### Power grid

Scale bar: 20 um. Pins as bars on the die edge.
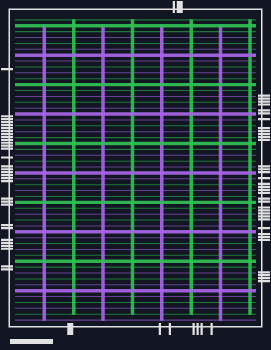
### Cell classes on the final placement

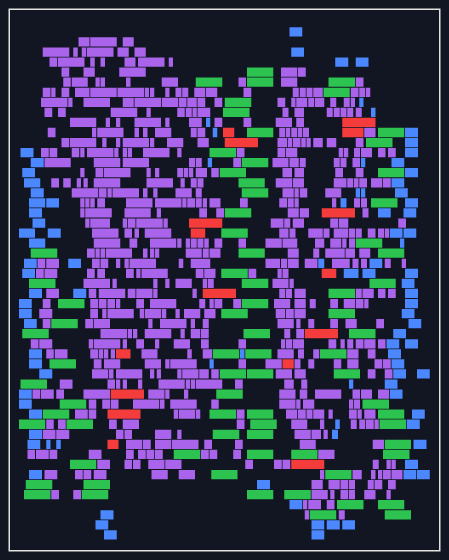
### Routed clock nets over the placement

Scale bar: 20 um.
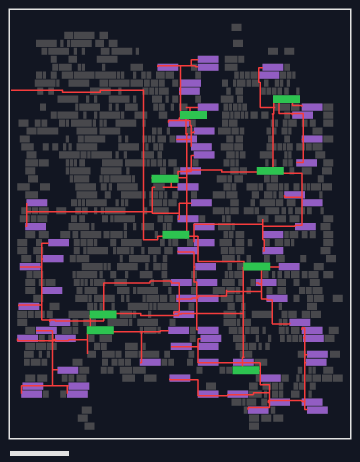
===== src/rtl/tpumac_if.sv =====
// tpumac_if: operand/accumulator bundle for one systolic MAC cell
//   master: drives en, WrEn, sat_en, Ain, Bin, Cin; observes Aout, Bout, Cout, busy, ovf, mac_cnt
//   slave : the cell side of the same signals
interface tpumac_if #(
  parameter int BITS_AB = 8,
  parameter int BITS_C  = 16,
  parameter int CNT_W   = 8
);
  logic                      en;
  logic                      WrEn;
  logic                      sat_en;
  logic signed [BITS_AB-1:0] Ain;
  logic signed [BITS_AB-1:0] Bin;
  logic signed [BITS_C-1:0]  Cin;
  logic signed [BITS_AB-1:0] Aout;
  logic signed [BITS_AB-1:0] Bout;
  logic signed [BITS_C-1:0]  Cout;
  logic                      busy;
  logic                      ovf;
  logic [CNT_W-1:0]          mac_cnt;
  modport master (
    output en, WrEn, sat_en, Ain, Bin, Cin,
    input  Aout, Bout, Cout, busy, ovf, mac_cnt
  );
  modport slave (
    input  en, WrEn, sat_en, Ain, Bin, Cin,
    output Aout, Bout, Cout, busy, ovf, mac_cnt
  );
endinterface


===== src/rtl/tpumac_pipe.sv =====
// tpumac_pipe: pipelined systolic MAC cell with saturating/wrapping accumulate
//   clk, rst_n : rising-edge clock, synchronous active-low reset
//   m (slave)  : en forwards A/B and launches Ain*Bin; WrEn loads Cin and flushes;
//                sat_en picks saturate/wrap; Cout accumulator; busy/ovf/mac_cnt status
module tpumac_pipe #(
  parameter int BITS_AB    = 8,
  parameter int BITS_C     = 16,
  parameter int MUL_STAGES = 2,
  parameter int CNT_W      = 8
) (
  input logic     clk,
  input logic     rst_n,
  tpumac_if.slave m
);
  localparam int PW = 2 * BITS_AB;
  if (BITS_C < PW) begin : g_bad_c
    $error("tpumac_pipe: BITS_C must be >= 2*BITS_AB");
  end
  if (MUL_STAGES < 1 || MUL_STAGES > 4) begin : g_bad_stages
    $error("tpumac_pipe: MUL_STAGES must be in 1..4");
  end
  logic signed [PW-1:0]     prod [MUL_STAGES];
  logic [MUL_STAGES-1:0]    vld;
  logic signed [PW-1:0]     a_x, b_x, p_new;
  logic signed [BITS_C:0]   s;
  logic signed [BITS_C-1:0] sat_v, acc_v;
  logic                     acc, ov;
  always_comb begin
    a_x   = PW'(m.Ain);
    b_x   = PW'(m.Bin);
    p_new = a_x * b_x;
    s     = (BITS_C + 1)'(m.Cout) + (BITS_C + 1)'(prod[MUL_STAGES-1]);
    ov    = s[BITS_C] != s[BITS_C-1];
    sat_v = s[BITS_C] ? {1'b1, {(BITS_C-1){1'b0}}} : {1'b0, {(BITS_C-1){1'b1}}};
    acc_v = ov && m.sat_en ? sat_v : s[BITS_C-1:0];
    acc   = vld[MUL_STAGES-1] && !m.WrEn;
  end
  assign m.busy = |vld;
  always_ff @(posedge clk) begin
    if (!rst_n) begin
      m.Aout    <= '0;
      m.Bout    <= '0;
      m.Cout    <= '0;
      m.ovf     <= 1'b0;
      m.mac_cnt <= '0;
      vld       <= '0;
      for (int i = 0; i < MUL_STAGES; i++) prod[i] <= '0;
    end else begin
      if (m.en) begin
        m.Aout <= m.Ain;
        m.Bout <= m.Bin;
      end
      prod[0] <= p_new;
      vld[0]  <= m.en && !m.WrEn;
      for (int i = 1; i < MUL_STAGES; i++) begin
        prod[i] <= prod[i-1];
        vld[i]  <= vld[i-1] && !m.WrEn;
      end
      m.Cout    <= m.WrEn ? m.Cin : acc ? acc_v : m.Cout;
      m.ovf     <= m.WrEn ? 1'b0 : m.ovf || (acc && ov);
      m.mac_cnt <= m.WrEn ? '0 : acc && !(&m.mac_cnt) ? m.mac_cnt + CNT_W'(1) : m.mac_cnt;
    end
  end
endmodule


===== src/flat_wrapper.sv =====
// flat-port wrapper written by rule: the top's interface ports become plain ports
module tpumac_pipe_flat 
#(
  parameter int BITS_AB    = 8,
  parameter int BITS_C     = 16,
  parameter int MUL_STAGES = 2,
  parameter int CNT_W      = 8
)
  (clk, rst_n, m_en, m_WrEn, m_sat_en, m_Ain, m_Bin, m_Cin, m_Aout, m_Bout, m_Cout, m_busy, m_ovf, m_mac_cnt);
  tpumac_if #(.BITS_AB(BITS_AB), .BITS_C(BITS_C), .CNT_W(CNT_W)) m_i ();
  input logic clk;
  input logic rst_n;
  input wire logic [$bits(m_i.en)-1:0] m_en;
  input wire logic [$bits(m_i.WrEn)-1:0] m_WrEn;
  input wire logic [$bits(m_i.sat_en)-1:0] m_sat_en;
  input wire logic [$bits(m_i.Ain)-1:0] m_Ain;
  input wire logic [$bits(m_i.Bin)-1:0] m_Bin;
  input wire logic [$bits(m_i.Cin)-1:0] m_Cin;
  output wire logic [$bits(m_i.Aout)-1:0] m_Aout;
  output wire logic [$bits(m_i.Bout)-1:0] m_Bout;
  output wire logic [$bits(m_i.Cout)-1:0] m_Cout;
  output wire logic [$bits(m_i.busy)-1:0] m_busy;
  output wire logic [$bits(m_i.ovf)-1:0] m_ovf;
  output wire logic [$bits(m_i.mac_cnt)-1:0] m_mac_cnt;
  assign m_i.en = m_en;
  assign m_i.WrEn = m_WrEn;
  assign m_i.sat_en = m_sat_en;
  assign m_i.Ain = m_Ain;
  assign m_i.Bin = m_Bin;
  assign m_i.Cin = m_Cin;
  assign m_Aout = m_i.Aout;
  assign m_Bout = m_i.Bout;
  assign m_Cout = m_i.Cout;
  assign m_busy = m_i.busy;
  assign m_ovf = m_i.ovf;
  assign m_mac_cnt = m_i.mac_cnt;
  tpumac_pipe #(.BITS_AB(BITS_AB), .BITS_C(BITS_C), .MUL_STAGES(MUL_STAGES), .CNT_W(CNT_W)) u_core (.clk(clk), .rst_n(rst_n), .m(m_i));
endmodule

===== config.mk =====
export PLATFORM = sky130hd
export DESIGN_NAME = tpumac_pipe_flat
export DESIGN_NICKNAME = d
export VERILOG_FILES = /design/src/rtl/tpumac_if.sv /design/src/rtl/tpumac_pipe.sv /design/src/flat_wrapper.sv
export SDC_FILE = /design/constraint.sdc
export NUM_CORES = 1
export LEC_CHECK = 0
export CAP_MARGIN = 10
export CORE_AREA = 2 2 114 144
export DETAILED_ROUTE_END_ITERATION = 16
export DIE_AREA = 0 0 116 146
export GPL_ROUTABILITY_DRIVEN = 0
export GPL_TIMING_DRIVEN = 0
export MAX_ROUTING_LAYER = met4
export PLACE_DENSITY = 0.57
export SLEW_MARGIN = 20
export SYNTH_ARGS = -nofsm -noshare
export SYNTH_HDL_FRONTEND = slang
export SYNTH_SLANG_ARGS = --single-unit

===== constraint.sdc =====
create_clock -name clk -period 5.1 [get_ports clk]
set_input_delay 0.51 -clock clk [delete_from_list [all_inputs] [get_ports clk]]
set_output_delay 0.51 -clock clk [all_outputs]
set_load 0.005 [all_outputs]

==> ci_impl_report.md <==
### Metrics collected by this job

| Metric | Value |
|---|---|
| Slew at the pin with the worst max-slew slack | 0.887 ns |
| Cell taking the most area after synthesis | dfxtp_1 |
| Fraction of layout cells with a size suffix above 1 | 4.95% |
| Number of placement rows | 51 |
| Avg WL per Cell | 14.6 um |
| Setup Viol. Count Final | 0 |
| Crit path max fanout | 9 |
| Critical Path Most Common Cell | fa_1 |
| Classification of the worst-slack hold path | reg -> reg |
| Total via count in the routed design | 4,779 |
| Area reported by Yosys stat | 6120 um^2 |
| Overall track demand over capacity in global routing | 18.3% |
| Hold_ws | 0.433 ns |
| Crit-path leading delay family | adder cells |
| Largest net degree at the start of global routing | 18 |
| Worst hold stages | 1 |
| Pre-placement core utilization | 39.6% |
| Max Cap Viol | 0 |
| Share of the clock period used by the worst path | 93.6% |
| Slowest cell on crit path | clkdlybuf4s50_1 |
| Synthesized area per cell | 9.06 um^2 |
| Hold Path Origin | u_core.prod[0][10]$_SDFF_PN0_ |
| Final count of pins violating max slew | 0 |
| Fill cells | 1,544 |
| Max-Slew Margin vs Limit | 40.0% |
| Comb. cell area | 4200 um^2 |
| Sequential-to-total area share from yosys stat | 24.5% |
| Number of design-rule violations left by the first detailed-router iteration | 186 |
| CTS tree | yes |
| Flip-flops with a built-in enable | 0 |
| Floorplan die area | 16,900 um^2 |
| Post-layout instance count excluding filler cells | 980 |
| Post-DR vias/cell | 4.88 |
| N_diodes | 0 |
| Number of hold violations in the final report | 0 |
| Initial DRT Pass Iterations | 4 |
| Syn Nets | 814 |
| Number of cells in the yosys synthesis report | 675 |
| Post-place instance area | 7150 um^2 |
| Cell area leaders | dfxtp_1, fa_1, ha_1 |
| Final design utilization | 48.4% |
| Number of buffers added to fix hold violations after cts | 0 |
| Number of buffers added by the clock tree synthesis step | 9 |
| Sinks on Clock Net | 75 |
| Result of the run | completed |
| Slowest Stage Delay on Critical Path | 0.57 ns |
| Quantity of I/O buffers inserted on ports | 77 |
| CP Data Arrival Time | 5.01 ns |
| Number of storage elements in the synthesis netlist | 75 |
| Post-route cell area | 7480 um^2 |
| End point of the worst hold path | u_core.prod[0][26]$_SDFF_PN0_ |
| Tally of nets with antenna violations remaining after routing | 0 |
| Area added between synthesis and finish | 22.2% |
| Start of the worst register-to-register path | u_core.m.Cout[0]$_SDFFE_PN0P_ |
| CP endpoint kind | register |
| Clock period minus final worst setup slack | 4.77 ns |
| Post-synth cell types | 55 |
| Post-Place Cells | 964 |
| Worst reg2reg path endpoint | u_core.m.Cout[8]$_SDFFE_PN0P_ |
| Summed instance area of the synthesized netlist | 6120 um^2 |
| Global-route wire length before repair | 23,800 um |
| Total congestion overflow after global routing | 0 |
| Start-to-end type of the worst setup path | in -> reg |
| Register-to-Register Setup Slack | 2.38 ns |
| Ports placed on the boundary | 79 |
| Layout net count | 902 |
| Pleak | 0.00337 uW |
| Setup repair after global routing missed its margin | no |
| Number of instances in the synthesized netlist | 675 |
| Number of warnings the tools reported | 26 |
| Sequential cell area in the final layout | 1500 um^2 |
| P per Cell Area | 355 nW/um^2 |
| Number of antenna violations at the first check in global routing | 0 |
| Residual DRC count | 0 |
| Placed wire-length estimate after detailed placement | 11,700 um |
| Total setup buffers inserted after CTS | 0 |
| Setup TNS | 0 ns |
| Clock Tree Buf Depth | 2 |
| Number of cells on the worst reg-to-reg path | 10 |
| Worst Path Buf+Inv | 4 |
| Proportion of register bits with asynchronous set or reset after synthesis | 0% |
| Root Driver | clkbuf_16 |
| Warning count from the yosys run | 0 |
| Data required, critical path | 5.34 ns |
| H-tree depth reported by CTS | 3 |
| Wire length after detailed routing | 14,300 um |
| Vias in the first global route | 5,026 |
| Post-route worst setup slack | 0.327 ns |
| CP Launch Type | primary input |
| Timing-limited maximum frequency | 210 MHz |
| Cell breakdown of the critical path | clkdlybuf4s50_1, nand2b_1, fa_1, fa_1, inv_1, fa_1, inv_1, fa_1, inv_1, ha_1, a2111oi_2, nor3_1, nor3_2, o21ai_0, and3b_1 |
| Overall power after layout | 2650 uW |
| Minimum setup slack after placement | -0.527 ns |
| Commonest register cell after synthesis | dfxtp_1 |
| Clock-pin transition on the worst setup and hold timing paths | 0.07 ns |
| Proportion of netlist area held by the largest area contributor | 24.5% |
Back to the opening pictures, 'Power grid':
colour	net
purple	VSS
green	VDD
signal pins	79
rows	51
met4 straps	8
largest vdd supply drop: 0.000134 V
chip width: 116 um
Core Footprint: 15,400 um^2
Die Y: 146 um

Back to the opening pictures, 'Cell classes on the final placement':
colour	class	cells
purple	remaining logic cells	581
blue	remaining buffers and delay cells	96
green	registers	75
red	clock drivers and dummy loads	16

Back to the opening pictures, 'Routed clock nets over the placement':
[green] clock-net drivers | count: 9
[red] clock wires | length: 1,160 um
[purple] flip-flops | count: 75
routed clock nets	10
Clock Power: 656 uW
setup clock skew after layout: 0.0101 ns
clk_lat worst skew: 0.35 ns

==> report_power, final <==
part	switching, uW	internal [uW]	total (uW)
clock	306	350	656
combinational	674	622	1300
sequential	28.0	674	702
==> worst max path at each step <==
stage             start                       endpoint  slack [ns]  cells past startpoint
6_report       m_Ain[0]  u_core.prod[0][15]$_SDFF_PN0_        0.33                     15
5_1_grt        m_Bin[2]  u_core.prod[0][15]$_SDFF_PN0_        0.07                     17
4_1_cts        m_Bin[4]  u_core.prod[0][15]$_SDFF_PN0_        0.04                     16
3_5_place_dp   m_Bin[4]  u_core.prod[0][15]$_SDFF_PN0_       -0.53                     16
3_3_place_gp   m_Ain[3]  u_core.prod[0][15]$_SDFF_PN0_       -0.41                     16
2_1_floorplan  m_Bin[4]  u_core.prod[0][15]$_SDFF_PN0_        0.70                     15
==> routing by layer <==
| layer | GRT usage (%) | routed length, um | up-vias |
|---|---|---|---|
| met2 | 32.7 | 7450 | 107 |
| li1 | - | - | 2410 |
| met3 | 2.87 | 596 | 15 |
| met5 | - | 0 | - |
| met4 | 5.95 | 189 | 0 |
| met1 | 20.5 | 6090 | 2247 |
==> cells in the final DEF (no fill, tap or decap), drive strengths merged, types with 2 or more instances in the layout <==
cell type      count
inv               98
dfxtp             75
and2              74
clkdlybuf4s50     73
fa                56
ha                46
o21ai             33
nor2b             27
nand2             27
nor2              24
a21oi             23
clkbuf            23
mux2i             19
xnor2             17
nand2b            15
a31oi             13
nor3              13
nand3             12
and3              12
xor2              11
a211o              8
or3                7
a21o               7
o21a               6
o211ai             6
nand4              5
buf                5
o311ai             4
dlymetal6s2s       4
or2                3
a21boi             3
and3b              2
a211oi             2
a2111oi            2
or4b               2
==> registers in the layout, summed over array words and instances, names as in the netlist <==
register,count
u_core.vld,2
u_core.m.ovf,1
u_core.m.Bout,8
u_core.m.Aout,8
u_core.prod,32
u_core.m.mac_cnt,8
u_core.m.Cout,16
==> cell families (layout without fill, tap and decap cells) <==
family / after synthesis / count (layout) / share of synthesized area [%]
flops: 75 / 75 / 24.5
simple gates: 225 / 225 / 20.9
xor+xnor: 28 / 28 / 4.01
buf+inv: 111 / 204 / 6.99
compound gates: 114 / 114 / 12.5
mux: 20 / 20 / 3.29
fa+ha+maj: 102 / 102 / 27.7
==> cells in the mapped netlist, types with 5 or more instances <==
cell / number
nand2_1: 26
or3_1: 7
mux2i_1: 19
xor2_1: 11
nor2_1: 24
and3_1: 11
fa_1: 56
nand2b_1: 15
a31oi_1: 13
a21o_1: 6
ha_1: 46
inv_1: 92
nor2b_1: 27
nand3_1: 12
a21oi_1: 22
nand4_1: 5
o21ai_0: 30
o21a_1: 6
nor3_1: 13
dfxtp_1: 75
and2_1: 74
clkbuf_1: 14
a211o_1: 8
xnor2_1: 17
==> area by class of cell <==
class,count,share of cell area (%)
buffer,19,1.10
clock buffer,9,3.01
clock inverter,7,1.02
inverter,92,4.62
multi-input combinational,489,56.2
sequential,75,20.1
tap,212,3.55
timing repair buffer,77,10.4
==> repair_timing <==
| action | 4_1_cts | 5_1_grt |
|---|---|---|
| gates resized | 1 | 7 |
| endpoints found under the setup margin | 2 | 2 |
| pin swaps | 0 | 0 |
Power figures rest on the tool's default switching activity, not on a simulated workload.
